[src/rtl/cpu_sequencer.sv]
// Purpose: fetch/execute control unit for the 8-bit accumulator CPU (IR, PC, ALU strobes, memory handshake).
// Latency: 3 cycles per instruction with zero-wait memory; every mem_ready=0 cycle under mem_req adds one.
// Backpressure: stalls in place while mem_req is high and mem_ready low; WAIT_MAX+1 stalled cycles halt until reset.
module cpu_sequencer #(
    parameter int                ADDR_W   = 5,
    parameter logic [ADDR_W-1:0] RESET_PC = '0,
    parameter int                WAIT_MAX = 15
) (
    input  logic              clk,
    input  logic              reset,
    input  logic              run,
    input  logic              mem_ready,
    input  logic [7:0]        mem_rdata,
    input  logic              z,
    input  logic              c,
    output logic [7:0]        instruction,
    output logic [ADDR_W-1:0] pc,
    output logic              mem_req,
    output logic              mem_we,
    output logic [ADDR_W-1:0] mem_addr,
    output logic              ldAcc,
    output logic              useAlu,
    output logic              dbusSelect,
    output logic              halted
);

    localparam int WCW = $clog2(WAIT_MAX + 1);

    localparam logic [2:0] OP_ADD   = 3'b000;
    localparam logic [2:0] OP_SUB   = 3'b001;
    localparam logic [2:0] OP_NAND  = 3'b010;
    localparam logic [2:0] OP_SHIFT = 3'b011;
    localparam logic [2:0] OP_LD    = 3'b100;
    localparam logic [2:0] OP_ST    = 3'b101;
    localparam logic [2:0] OP_JMP   = 3'b110;
    localparam logic [2:0] OP_JZ    = 3'b111;

    typedef enum logic [1:0] {
        FETCH  = 2'd0,
        EXEC_A = 2'd1,
        EXEC_B = 2'd2
    } state_t;

    state_t             state;
    logic [7:0]         ir;
    logic [WCW-1:0]     wait_cnt;
    logic [2:0]         op;
    logic [ADDR_W-1:0]  operand;
    logic               timeout;
    logic               c_unused;

    // The carry flag only matters to the ALU; branches here look at z alone.
    assign c_unused    = c;

    assign op          = ir[7:5];
    assign operand     = ir[ADDR_W-1:0];
    assign instruction = ir;
    assign timeout     = mem_req && !mem_ready && (wait_cnt == WCW'(WAIT_MAX));

    // Strobes and memory request decoded from state/IR/mem_ready; all silent in reset or after a bus error.
    always_comb begin
        mem_req    = 1'b0;
        mem_we     = 1'b0;
        mem_addr   = '0;
        ldAcc      = 1'b0;
        useAlu     = 1'b0;
        dbusSelect = 1'b0;
        if (!reset && !halted) begin
            case (state)
                FETCH: begin
                    mem_addr = pc;
                    mem_req  = run;
                end
                EXEC_A: begin
                    mem_addr = operand;
                    case (op)
                        OP_ADD, OP_SUB, OP_NAND: begin
                            mem_req = 1'b1;
                            useAlu  = mem_ready;
                        end
                        OP_LD: begin
                            mem_req = 1'b1;
                            ldAcc   = mem_ready;
                        end
                        OP_SHIFT: useAlu = 1'b1;
                        default: ;
                    endcase
                end
                EXEC_B: begin
                    mem_addr = operand;
                    if (op == OP_ST) begin
                        mem_req    = 1'b1;
                        mem_we     = 1'b1;
                        dbusSelect = 1'b1;
                    end
                end
                default: ;
            endcase
        end
    end

    // Sequencer state, PC/IR updates and the memory wait watchdog.
    always_ff @(posedge clk) begin
        if (reset) begin
            state    <= FETCH;
            pc       <= RESET_PC;
            ir       <= 8'h00;
            wait_cnt <= '0;
            halted   <= 1'b0;
        end else if (!halted) begin
            if (mem_req && !mem_ready) begin
                wait_cnt <= wait_cnt + 1'b1;
            end else if (mem_req) begin
                wait_cnt <= '0;
            end

            case (state)
                FETCH: begin
                    if (mem_req && mem_ready) begin
                        ir    <= mem_rdata;
                        pc    <= pc + 1'b1;
                        state <= EXEC_A;
                    end
                end
                EXEC_A: begin
                    case (op)
                        OP_ADD, OP_SUB, OP_NAND, OP_LD: begin
                            if (mem_ready) state <= EXEC_B;
                        end
                        OP_JMP: begin
                            pc    <= operand;
                            state <= EXEC_B;
                        end
                        OP_JZ: begin
                            if (z) pc <= operand;
                            state <= EXEC_B;
                        end
                        default: state <= EXEC_B;
                    endcase
                end
                EXEC_B: begin
                    if (op != OP_ST || mem_ready) state <= FETCH;
                end
                default: state <= FETCH;
            endcase

            // A stalled access past the limit overrides whatever the state machine chose.
            if (timeout) begin
                halted   <= 1'b1;
                state    <= FETCH;
                wait_cnt <= '0;
            end
        end
    end

endmodule

[config.mk]
export PLATFORM = sky130hd
export DESIGN_NAME = cpu_sequencer
export DESIGN_NICKNAME = d
export VERILOG_FILES = /design/src/rtl/cpu_sequencer.sv
export SDC_FILE = /design/constraint.sdc
export NUM_CORES = 1
export LEC_CHECK = 0
export CAP_MARGIN = 20
export CORE_UTILIZATION = 49
export DETAILED_ROUTE_END_ITERATION = 8
export PLACE_DENSITY = 0.83
export RECOVER_POWER = 100
export SKIP_CTS_REPAIR_TIMING = 1
export SLEW_MARGIN = 20
export SYNTH_ARGS = -nofsm -noshare
export SYNTH_HDL_FRONTEND = slang
export SYNTH_SLANG_ARGS = --single-unit
[constraint.sdc]
create_clock -name clk -period 4.9 [get_ports clk]
set_input_delay 0.98 -clock clk [delete_from_list [all_inputs] [get_ports clk]]
set_output_delay 0.98 -clock clk [all_outputs]
set_load 0.005 [all_outputs]
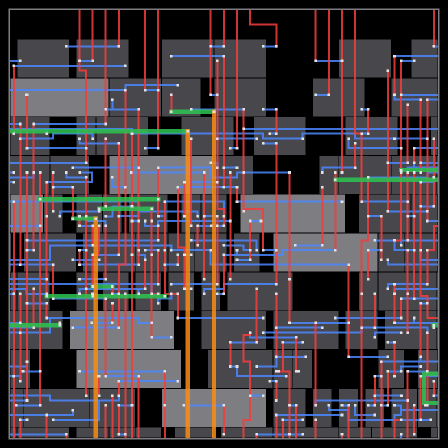
(close-up of the layout)
Region (11, 21) to (41, 51) um. Cells in grey, sequential cells in the stronger grey; small squares are vias.
layer	colour
met3	green
met4	orange
met2	red
met1	blue
cells with their middle in the window	73
sequential cells in the window	7
most frequent	nor2_1 (9), dlygate4sd3_1 (9), dfxtp_1 (7)
netlist names of flops here include	`instruction` (3), `pc` (3)

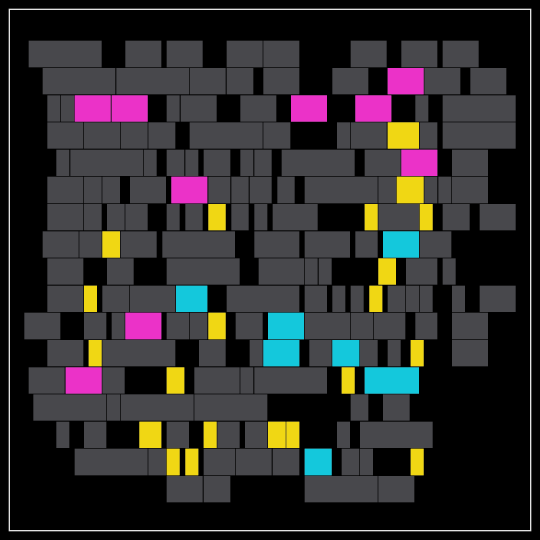
(gate families picked out)
Drawn at 10 px/um.
family	colour	cells
AND-OR and OR-AND gates	cyan	7
NAND gates	yellow	21
multiplexers	magenta	9
most used logic cell in the final layout: dlygate4sd3_1
Cell Count, Final, Fillers Out: 210
fraction of area in multi-input gates: 47.2%

==> notes.md <==
flow finished, numbers: status=finished, violations left, failing checks=capacitance limit, slew limit, P per Cell Area=307 mW/mm^2, Seq pwr share=41.8%, Die Y=52 um, sequential area share after synthesis=between 30% and 40%, final core occ=70.0%, post-synthesis cell count=~150, total grt overflow=0, Highest Clock Rate=approximately 240 MHz, synthesized cell area=0.00122 sq mm, Yosys chip area=roughly 0.0012 sq mm, diode count=0, initial antenna violation count=0, Synth Register Bits=20, CTS tree=built, startpoint types=input pin, mux share=7.35%, total clock sinks=20, RSZ-0062 raised after global routing=no, ys flop type=dfxtp_1, Post-Synth Adder-Cell Area=slightly above 8%, Fin Clk Skew=0.00536 ns, GPL Wtd Cong=0.831, first-pass GRT wire length=4.96 mm, layout cells sized above 1=5.49%, Iter 0 DRT Violations=33, num rows=17, I/O pin cnt=38, vias in the first global route=roughly 1.1k, tool warning count=31, Worst Hold Class=reg -> reg, Dominant comb cell=simple AND/OR/NAND/NOR gates, Tmin final=4.18 ns, Cell Type Count=38, Critical R2R Capture=instruction[4]$_SDFFE_PP0P_, drt via density=around 6, post-route clock period utilization=85.4%, Area growth syn-to-layout=30.0%, final setup fails=0, hold depth=2, drt pass-1 iters=4, clock tree root driver cell=clkbuf_4, GR peak layer=met2, Basic Gates by Area=24.6%, Clock power frac=around 16%, post-DR wirelength/cell=14.1 um, cell taking the most area after synthesis=dfxtp_1, Yosys top cell area share=32.7%, final hold viol count=0, via count=~1.2k, met2 Use GR=40.6%, syn avg cell area=8.17 sq um, Max clock buf depth=2, WL final=2.97 mm, Post-DRT Antenna Nets=0, Fin Setup TNS=0 ns, Internal=around 0.3 mW, most frequent cell after synthesis=nor2_1, core area=between 0.002 and 0.0025 sq mm, Worst R2R Start=state[1]$_SDFFE_PP0P_, Starting Density=53.8%, switching share of power=37.3%, crit path DAT=3.20 ns, NetSw=between 0.15 and 0.2 mW, Hold Path End=wait_cnt[3]$_SDFFE_PP0P_, synth top area cells=dfxtp_1 33%, mux2i_1 7.4%, ha_1 7.2%, port bufs=36, Die Footprint=0.00270 sq mm, die width=52 um, AO/OA Area Share=between 20 and 25%, Reg area=400 sq um, drt drc=0, Max Cap Viol=1, Global Route met1 Usage=a little under a third, Synth Net Count=171, H-tree depth=1, worst vdd ir=212 uV, clk ins delay skew pair=0.30 ns, worst reg-to-reg setup slack=1.59 ns, CTS Buf Count=3, Worst slew margin=-14.4%, Max FO, Critical Path=9, ys async rst share=0%, Crit path required time=3.92 ns, Layout fillers=around 190, post-synthesis xor/xnor area fraction=0%, Yosys Instances=150, Slew Viols, Final=9
-- registers in the layout, summed over array words and instances, names as in the netlist --
register	count
halted	1
instruction	8
pc	5
state	2
wait_cnt	4
-- worst max-delay path by stage --
stage | to | depth (start not counted) | from
floorplan | mem_req | 3 | reset
finish | mem_req | 4 | reset
detailed placement | mem_req | 4 | reset
global placement | mem_req | 4 | reset
CTS | mem_req | 4 | reset
global route | ldAcc | 6 | reset
-- layer usage --
layer	up-vias	wire [um]
met3	6	143
met5	-	0
met4	0	62
met1	580	1340
met2	41	1420
li1	606	-
-- worst max-delay path, stage by stage --
cell and delay, ns:
dlygate4sd3_1 0.55, or3_1 0.52, a21oi_1 0.51, dlygate4sd3_1 0.65
-- cell families after synthesis --
| group | after synthesis |
|---|---|
| buffers and inverters | 13 |
| multiplexers | 9 |
| AND-OR/OR-AND | 38 |
| flip-flops | 20 |
| adder cells (fa/ha/maj) | 8 |
| AND/OR/NAND/NOR | 62 |
-- power by group through the flow --
stage	Clock, mW	Sequential (mW)	Combinational [mW]
CTS	0.0801	0.204	0.222
finish	0.0779	0.205	0.207
global route	0.0869	0.207	0.230
detailed placement	0	0.208	0.221
floorplan	0	0.205	0.149
global placement	0	0.207	0.214
-- final cells by class --
type                    instances  share of cell area (%)
inverters                       5                    1.18
clock buffers                   3                    1.41
flip-flops and latches         20                    25.1
repair buffers                 37                    22.9
multi-input cells             117                    47.2
well taps                      28                    2.20
-- metrics by stage --
step | setup WS (ns) | instance area (sq um) | hold WS, ns | std cells | power [mW]
after floorplan | 2.14 | 1220 | 0.463 | 150 | 0.354
after global placement | 1.08 | 1590 | 0.482 | 207 | 0.420
final | 0.717 | 1590 | 0.510 | 210 | 0.490
after CTS | 1.05 | 1610 | 0.508 | 210 | 0.507
after detailed placement | 1.05 | 1590 | 0.493 | 207 | 0.429
after global routing | 0.556 | 1590 | 0.547 | 210 | 0.525
-- cell usage in the layout, fill, tap and decap left out, drive strengths merged, types with 2 or more instances in the layout --
cell,instances
ha,7
nand2,12
inv,5
clkbuf,4
o22ai,2
a21oi,11
or2,5
or3,3
a32o,2
o21a,3
nand3,6
nor2,23
a31oi,4
clkdlybuf4s50,11
a22oi,6
mux2i,9
dlygate4sd3,25
o21ai,3
nor2b,2
dfxtp,20
nor3,4
Power and IR drop assume default switching activity.
